## src/rtl/nibbler_pkg.sv

```systemverilog
// Types shared across the Nibbler datapath: ALU, accumulator, IN and OUT ports.
package nibbler_pkg;

  localparam int NIBBLE_W = 4;

  typedef logic [NIBBLE_W-1:0] nibble_t;

endpackage

```

## src/rtl/nibble_fifo.sv

```systemverilog
// Small circular FIFO with a separate occupancy counter; the push is qualified
// so that a write into a full buffer is only taken when a pop frees a slot in the same cycle.
module nibble_fifo
  import nibbler_pkg::*;
#(
  parameter int DEPTH  = 4,
  parameter int DATA_W = NIBBLE_W
) (
  input  logic                       clk_i,
  input  logic                       reset_i,
  input  logic                       wr_en_i,
  input  logic [DATA_W-1:0]          wr_data_i,
  input  logic                       rd_ready_i,
  output logic [DATA_W-1:0]          rd_data_o,
  output logic                       full_o,
  output logic                       empty_o,
  output logic [$clog2(DEPTH):0]     count_o,
  output logic                       drop_o
);

  localparam int AW = $clog2(DEPTH);
  localparam int CW = AW + 1;

  logic [DATA_W-1:0] mem_q [DEPTH];
  logic [AW-1:0]     wr_ptr_q, wr_ptr_d;
  logic [AW-1:0]     rd_ptr_q, rd_ptr_d;
  logic [CW-1:0]     count_q, count_d;
  logic              push, pop;

  assign full_o  = (count_q == CW'(DEPTH));
  assign empty_o = (count_q == '0);
  assign pop     = !empty_o && rd_ready_i;
  // A pop in the same cycle frees the slot the incoming write needs.
  assign push    = wr_en_i && (!full_o || pop);
  assign drop_o  = wr_en_i && !push;

  assign rd_data_o = mem_q[rd_ptr_q];
  assign count_o   = count_q;

  always_comb begin
    wr_ptr_d = wr_ptr_q;
    rd_ptr_d = rd_ptr_q;
    count_d  = count_q;
    if (push) wr_ptr_d = wr_ptr_q + 1'b1;
    if (pop)  rd_ptr_d = rd_ptr_q + 1'b1;
    case ({push, pop})
      2'b10:   count_d = count_q + 1'b1;
      2'b01:   count_d = count_q - 1'b1;
      default: count_d = count_q;
    endcase
  end

  always_ff @(posedge clk_i or posedge reset_i) begin
    if (reset_i) begin
      wr_ptr_q <= '0;
      rd_ptr_q <= '0;
      count_q  <= '0;
      for (int i = 0; i < DEPTH; i++) mem_q[i] <= '0;
    end else begin
      wr_ptr_q <= wr_ptr_d;
      rd_ptr_q <= rd_ptr_d;
      count_q  <= count_d;
      if (push) mem_q[wr_ptr_q] <= wr_data_i;
    end
  end

endmodule

```

## src/rtl/nibble_out_port.sv

```systemverilog
// OUT-port transmitter: buffers CPU writes and hands them to a consumer,
// dropping writes that find no room and latching a sticky overflow flag.
module nibble_out_port
  import nibbler_pkg::*;
#(
  parameter int DEPTH  = 4,
  parameter int DATA_W = NIBBLE_W
) (
  input  logic                   clk,
  input  logic                   reset,
  input  logic                   wr_en,
  input  logic [DATA_W-1:0]      wr_data,
  output logic                   full,
  output logic [$clog2(DEPTH):0] count,
  output logic                   out_valid,
  output logic [DATA_W-1:0]      out_data,
  input  logic                   out_ready,
  output logic                   overflow,
  input  logic                   ovf_clear
);

  logic empty;
  logic drop;
  logic overflow_q, overflow_d;

  // Handshake: an entry transfers on any rising edge where out_valid and
  // out_ready are both high; out_valid never falls without such a transfer
  // (other than reset), and out_data holds steady until it happens.
  nibble_fifo #(
    .DEPTH  (DEPTH),
    .DATA_W (DATA_W)
  ) u_fifo (
    .clk_i      (clk),
    .reset_i    (reset),
    .wr_en_i    (wr_en),
    .wr_data_i  (wr_data),
    .rd_ready_i (out_ready),
    .rd_data_o  (out_data),
    .full_o     (full),
    .empty_o    (empty),
    .count_o    (count),
    .drop_o     (drop)
  );

  assign out_valid = !empty;
  assign overflow  = overflow_q;

  // A drop in the same cycle as a clear keeps the flag set.
  always_comb begin
    overflow_d = overflow_q;
    if (ovf_clear) overflow_d = 1'b0;
    if (drop)      overflow_d = 1'b1;
  end

  always_ff @(posedge clk or posedge reset) begin
    if (reset) overflow_q <= 1'b0;
    else       overflow_q <= overflow_d;
  end

endmodule

```

## config.mk

```make
export PLATFORM = sky130hd
export DESIGN_NAME = nibble_out_port
export DESIGN_NICKNAME = d
export VERILOG_FILES = /design/src/rtl/nibbler_pkg.sv /design/src/rtl/nibble_fifo.sv /design/src/rtl/nibble_out_port.sv
export SDC_FILE = /design/constraint.sdc
export NUM_CORES = 1
export LEC_CHECK = 0
export CAP_MARGIN = 5
export CORE_AREA = 2 2 72 74
export CTS_CLUSTER_SIZE = 30
export DETAILED_ROUTE_END_ITERATION = 8
export DIE_AREA = 0 0 74 76
export GPL_ROUTABILITY_DRIVEN = 0
export SYNTH_ARGS = -nofsm -noshare
export SYNTH_HDL_FRONTEND = slang
export SYNTH_SLANG_ARGS = --single-unit
```

## constraint.sdc

```tcl
create_clock -name clk -period 4.6 [get_ports clk]
set_clock_uncertainty 0.05 [all_clocks]
set_input_delay 0.46 -clock clk [delete_from_list [all_inputs] [get_ports clk]]
set_output_delay 0.46 -clock clk [all_outputs]
set_load 0.01 [all_outputs]
```

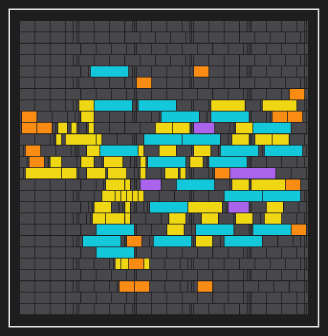
Fig. 1. Placed cells, one color a class (run 1).
Fill, decap, tap and diode cells in gray.
- combinational and other logic: yellow (cells 58)
- sequential cells: cyan (cells 24)
- remaining buffers and delay cells: orange (cells 18)
- clock drivers and dummy loads: purple (cells 4)

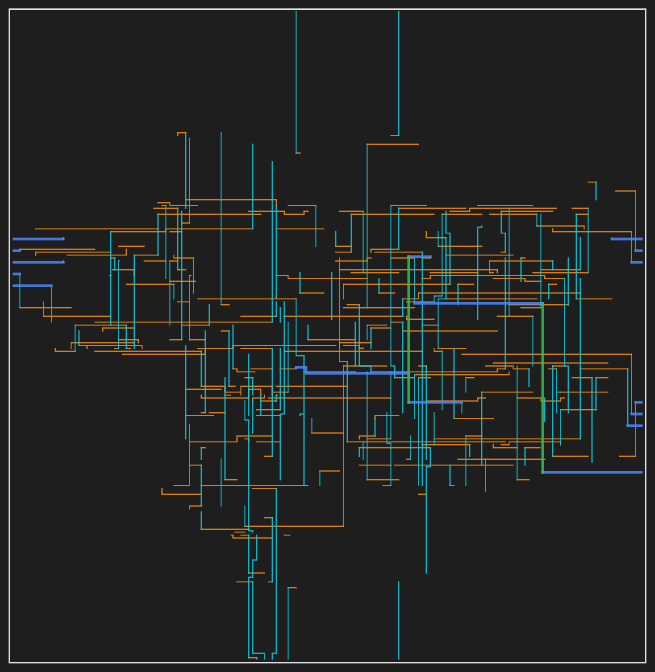
Fig. 2. Wiring by layer (run 1).
- metal 2: cyan (wire length 1,030 µm)
- metal 1: orange (wire length 1,020 µm)
- metal 3: blue (wire length 75.0 µm)
- metal 4: green (wire length 36.7 µm)

==> run notes, run 1 <==
run metrics: initial antenna violation count 0, Setup violations, final 0, synth warn 0, vias per cell 3.94, met3 Use GR 0.0238, Yosys top cell by instances dfrtp_1, met1 wire length 1020 µm, cycle use final 0.520, HP Class reg2reg, Top cells by area dfrtp_1 (52%), mux2_2 (16%), mux4_2 (7.8%), Top cell area share 0.517, peak supply drop 0.228 mV, RSZ-0062 raised after global routing false, dominant synthesized flop cell dfrtp_1, Total GRT Usage 0.0864, Yosys Chip Area 0.00116 mm², number of global-route vias before repair 754, met3 wire len 74 µm, CTS Root Buffer Type clkbuf_8, Worst EP required 4.75 ns, CTS tree yes, leakage power 0.630 nW, # DRC 0, setup ws final 2.21 ns, maximum achievable frequency 0.418 GHz, fp util 0.236, Syn Std Cell Area 0.00116 mm², Placed Cells incl. Taps 170, global route overflow 0, Seq area share 0.402, cts bufs inserted 3, CLK BUF 3, Post-DRT Antenna Nets 0, Max Slew Vio Count 0, CTS clk-pin slew, worst paths 0.08 ns, crit end category register, leading area contributor after synthesis dfrtp_1, Critical Path Source Type input pin, fraction of area in multi-input gates 0.354, library cells used by synthesis 18, Non-clock buffers 18, registers 24, most numerous logic cells after layout dfrtp_1 (24), clkdlybuf4s50_1 (18), mux2_2 (17), wire length per cell 12.5 µm, Tmin final 2.39 ns, met1 Usage GRT 0.116, final hold viol count 0, Pwr per Cell Area 708 mW/mm², met2 wire length 1030 µm, FF+latch count, synth 24, total power draw 1.06 mW, final hold slack 0.456 ns, Post-synth seq share 0.517, Synthesized Nets 98, CP arrival 2.54 ns, status finished, final reports clean, fin area 0.00150 mm², ClkCell Share 0.0477, Ant. Diodes 0, Fill cells 504, register area 601 µm², Avg Inst Size Synth 14.0 µm²
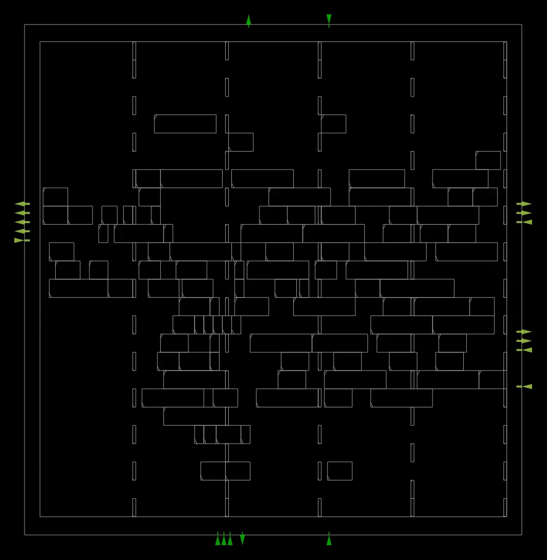
Fig. 3. Cell outlines without signal wires (run 1).
non-filler cells in the finished layout: 174
core area: 0.00491 mm²
# rows: 26
final core utilization: 0.304

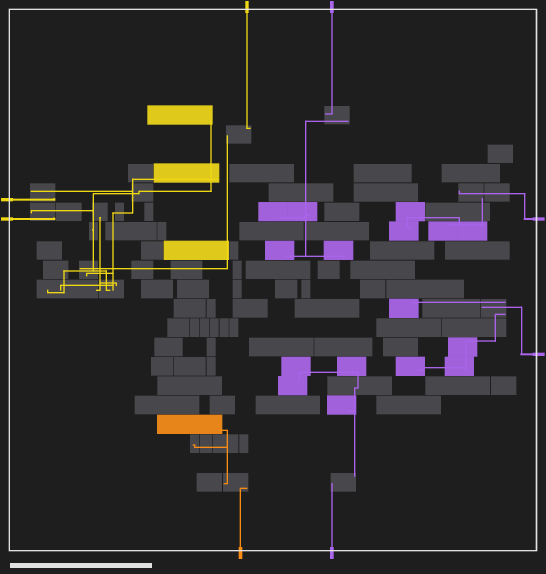
Fig. 4. Port wiring (run 1).
The bar under the picture is 20 µm long.
- wr_data: purple (bits 4; direction input; end cells 16; buffers 4; wire 168 µm)
- overflow: orange (bits 1; direction output; end cells 1; buffers 1; wire 23.3 µm)
- count: yellow (bits 3; direction output; end cells 3; buffers 3; wire 200 µm)

-- run 1: path summary, 6_finish.rpt --
check                                  start                end  slack (ns)  cells after the start
setup reg to reg           u_fifo.count_o[0]  u_fifo.count_o[2]        2.30                      8
setup / recovery                   out_ready  u_fifo.count_o[2]        2.21                      9
max in group asynchronous              reset    u_fifo.mem_q[8]        3.32                      2
hold reg to reg              u_fifo.mem_q[1]    u_fifo.mem_q[1]        0.46                      1
min in group asynchronous              reset           overflow        0.63                      2
hold / removal               u_fifo.mem_q[1]    u_fifo.mem_q[1]        0.46                      1
-- run 1: power by group --
group / internal (mW) / leakage [nW] / total [mW] / switching (mW)
Clock: 0.116 / 0.0357 / 0.182 / 0.0653
Sequential: 0.319 / 0.285 / 0.416 / 0.0970
Combinational: 0.294 / 0.309 / 0.461 / 0.167
Total: 0.729 / 0.630 / 1.06 / 0.329
-- run 1: kinds of logic after synthesis --
logic type / Yosys count / share of synthesized area
buffers and inverters: 8 / 0.0269
DFF: 24 / 0.517
adders and majority gates: 6 / 0.0711
and+or+nand+nor: 15 / 0.0754
muxes: 22 / 0.251
AOI/OAI and AO/OA: 2 / 0.0129
xor gates and xnor gates: 6 / 0.0453
-- run 1: critical path, stage by stage --
cell	delay [ns]
clkdlybuf4s50_1	0.46
nor4b_4	0.37
or2b_2	0.21
ha_1	0.18
inv_1	0.06
fa_1	0.37
xor2_1	0.15
nor2_1	0.12
xor2_1	0.15
-- run 1: sequential cells by signal (all words and copies together) (netlist names) --
| register | cells |
|---|---|
| u_fifo.wr_ptr_q | 2 |
| overflow | 1 |
| u_fifo.rd_ptr_q | 2 |
| u_fifo.count_o | 3 |
| u_fifo.mem_q | 16 |
==> run 2, diff against run 1 <==
==> constraint.sdc (replaced) <==
create_clock -name clk -period 2.4 [get_ports clk]
set_clock_uncertainty 0.05 [all_clocks]
set_input_delay 0.24 -clock clk [delete_from_list [all_inputs] [get_ports clk]]
set_output_delay 0.24 -clock clk [all_outputs]
set_load 0.01 [all_outputs]
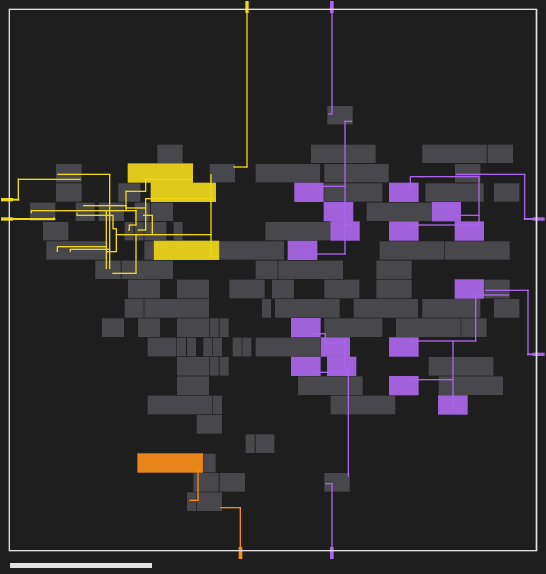
Fig. 5. Port wiring (run 2).
The bar under the picture is 20 µm long.
- overflow: orange (bits 1; direction output; end cells 1; buffers 1; wire 14.4 µm)
- count: yellow (bits 3; direction output; end cells 3; buffers 3; wire 192 µm)
- wr_data: purple (bits 4; direction input; end cells 16; buffers 4; wire 186 µm)

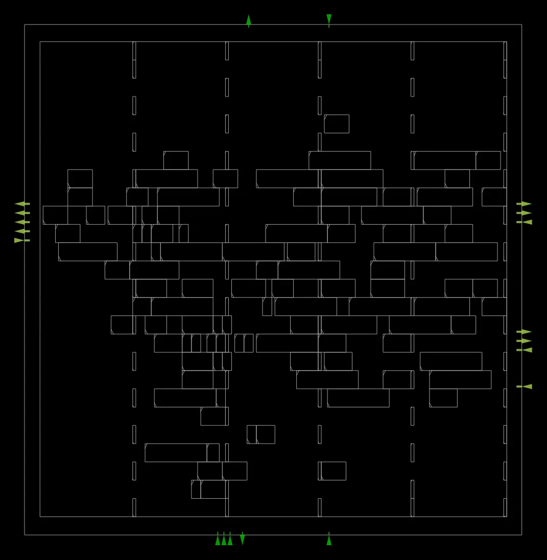
Fig. 6. Cell outlines without signal wires (run 2).
Seq area share: 0.402
non-filler cells in the finished layout: 176
registers: 24

==> run notes, run 2 <==
run metrics: leakage power 0.633 nW (+0.51%), status finished, final reports clean, CLK BUF 4 (+1), Worst Max-Slew Pin Slew 0.452 ns, crit end category register, fraction of area in multi-input gates 0.354 (about the same), final core utilization 0.304 (about the same), Top cells by area dfrtp_1 (52%), mux2_2 (16%), mux4_2 (7.8%), Rel. slew slack 0.698, Post-DRT Antenna Nets 0 (unchanged), final setup TNS 0 ns, vias per cell 3.97 (+0.74%), Logic pwr share 0.457 (+0.021), Avg Inst Size Synth 14.0 µm² (unchanged), Reg2Reg Capture Point u_fifo.count_o[2], Pwr per Cell Area 1300 mW/mm² (+84%), maximum achievable frequency 0.465 GHz, critical path's top delay family simple AND/OR/NAND/NOR gates, WP depth 8 (-1), Top reg by flops u_fifo.mem_q, leading area contributor after synthesis dfrtp_1, synth warn 0 (unchanged), Yosys Chip Area 0.00116 mm² (unchanged), Syn Std Cell Area 0.00116 mm² (unchanged), CP arrival 2.29 ns (-0.25 ns), fp util 0.236 (unchanged), dominant synthesized flop cell dfrtp_1, post-placement cell area 0.00144 mm², die height 76 µm, Ant. Diodes 0 (unchanged), CTS clk-pin slew, worst paths 0.08 ns (about the same), crit-path max cell delay 0.48 ns (+0.02 ns), Max Slew Vio Count 0 (unchanged), RSZ-0062 raised after global routing false, CTS tree yes, crit path cell chain nor4b_4 > or2b_2 > ha_1 > inv_1 > fa_1 > xor2_1 > nor2_1 > xor2_1, cts bufs inserted 3 (unchanged), largest net degree at the start of global routing 25, Total GRT Usage 0.0835 (-0.00285), Synthesized Nets 98 (unchanged), FF-to-FF Start u_fifo.count_o[0], Commonest Layout Cell dfrtp_1, Critical Path Source Type register, inverters 7, core area 0.00491 mm² (unchanged), Yosys top cell by instances dfrtp_1, Post-synth seq share 0.517 (unchanged), CP Max Fanout 6, peak supply drop 0.424 mV (+86%), Tmin final 2.15 ns, HP Class in2async, global route overflow 0 (unchanged), DIE AREA 0.00562 mm², max FFs per register 16 (unchanged), Fill cells 496 (-1.6%), Worst-Skew Late Latency 0.26 ns, sw power 0.622 mW (+89%), Flop pwr share 0.407 (+0.014), Critical-path top delay cell dfrtp_1, number of global-route vias before repair 710 (-5.8%), Net Sw Frac 0.319 (+0.00831), register area 601 µm² (unchanged), most numerous logic cells after layout dfrtp_1 (24), clkdlybuf4s50_1 (18), mux2_2 (17), initial antenna violation count 0 (unchanged), WP buf/inv 1 (-1), # DRC 0 (unchanged), r2r setup slk 0.25 ns (-2.05 ns), fin area 0.00149 mm² (about the same), final hold viol count 0 (unchanged), Setup violations, final 0 (unchanged), cts repair resizes 0, setup ws final 0.250 ns (-1.96 ns), clock network power share 0.136 (-0.036), Int Power 1.33 mW (+82%), critical setup path kind reg2reg, ClkCell Share 0.0369 (-0.0108), Logic Gate Count 51, Top cell area share 0.517 (unchanged), Non-clock buffers 20 (+2), R2R depth 8 (unchanged), Worst EP required 2.54 ns (-2.21 ns), FF+latch count, synth 24 (unchanged), cycle use final 0.896, total power draw 1.95 mW (+84%), CP dominant cell by count xor2_1, number of synthesized flops with an enable pin 0, wire length per cell 12.3 µm (-1.4%), CTS Root Buffer Type clkbuf_8, library cells used by synthesis 18 (unchanged), # rows 26 (unchanged)
run 2: cell counts after synthesis:
Identical to the previous run, type by type.
run 2: how the worst max path moves through the flow:
| stage | startpoint | endpoint | slack, ns |
|---|---|---|---|
| 3_3_place_gp | out_ready | u_fifo.count_o[2] | 0.17 |
| 4_1_cts | u_fifo.rd_ptr_q[0] | out_data[3] | 0.22 |
| 2_1_floorplan | u_fifo.count_o[0] | u_fifo.count_o[2] | 0.27 |
| 6_report | u_fifo.count_o[0] | u_fifo.count_o[2] | 0.25 |
| 5_1_grt | u_fifo.count_o[0] | u_fifo.count_o[2] | 0.09 |
| 3_5_place_dp | out_ready | u_fifo.count_o[2] | 0.10 |
run 2: cell families (layout without fill, tap and decap cells):
group	count (synthesis)	after routing	synth area share
DFF	24	24	0.517
muxes	22	22	0.251
and+or+nand+nor	15	15	0.0754
buffers and inverters	8	31	0.0269
adders and majority gates	6	6	0.0711
xor gates and xnor gates	6	6	0.0453
AOI/OAI and AO/OA	2	2	0.0129
run 2: power by group through the flow:
stage          logic (mW)  clock network (mW)  registers (mW)
6_report            0.891               0.265           0.793
5_1_grt             0.981               0.293           0.828
4_1_cts             0.907               0.278           0.798
3_5_place_dp        0.908                   0           0.805
3_3_place_gp        0.874                   0           0.787
2_1_floorplan       0.591                   0           0.746
run 2: through the flow:
step / instances / hold WS, ns
after floorplan: 83 / 0.205
after global placement: 172 / 0.434
after detailed placement: 172 / 0.442
after CTS: 176 / 0.281
after global routing: 176 / 0.332
final: 176 / 0.270
run 2: layer usage:
metal | vias up | global-route usage | routed length, µm
met5 | - | 0 | 0
met3 | 2 | 0.0278 | 87
met4 | 0 | 0.0109 | 12
met2 | 14 | 0.138 | 1080
li1 | 331 | - | -
met1 | 352 | 0.108 | 978
Power is estimated from default activity; no workload was simulated.
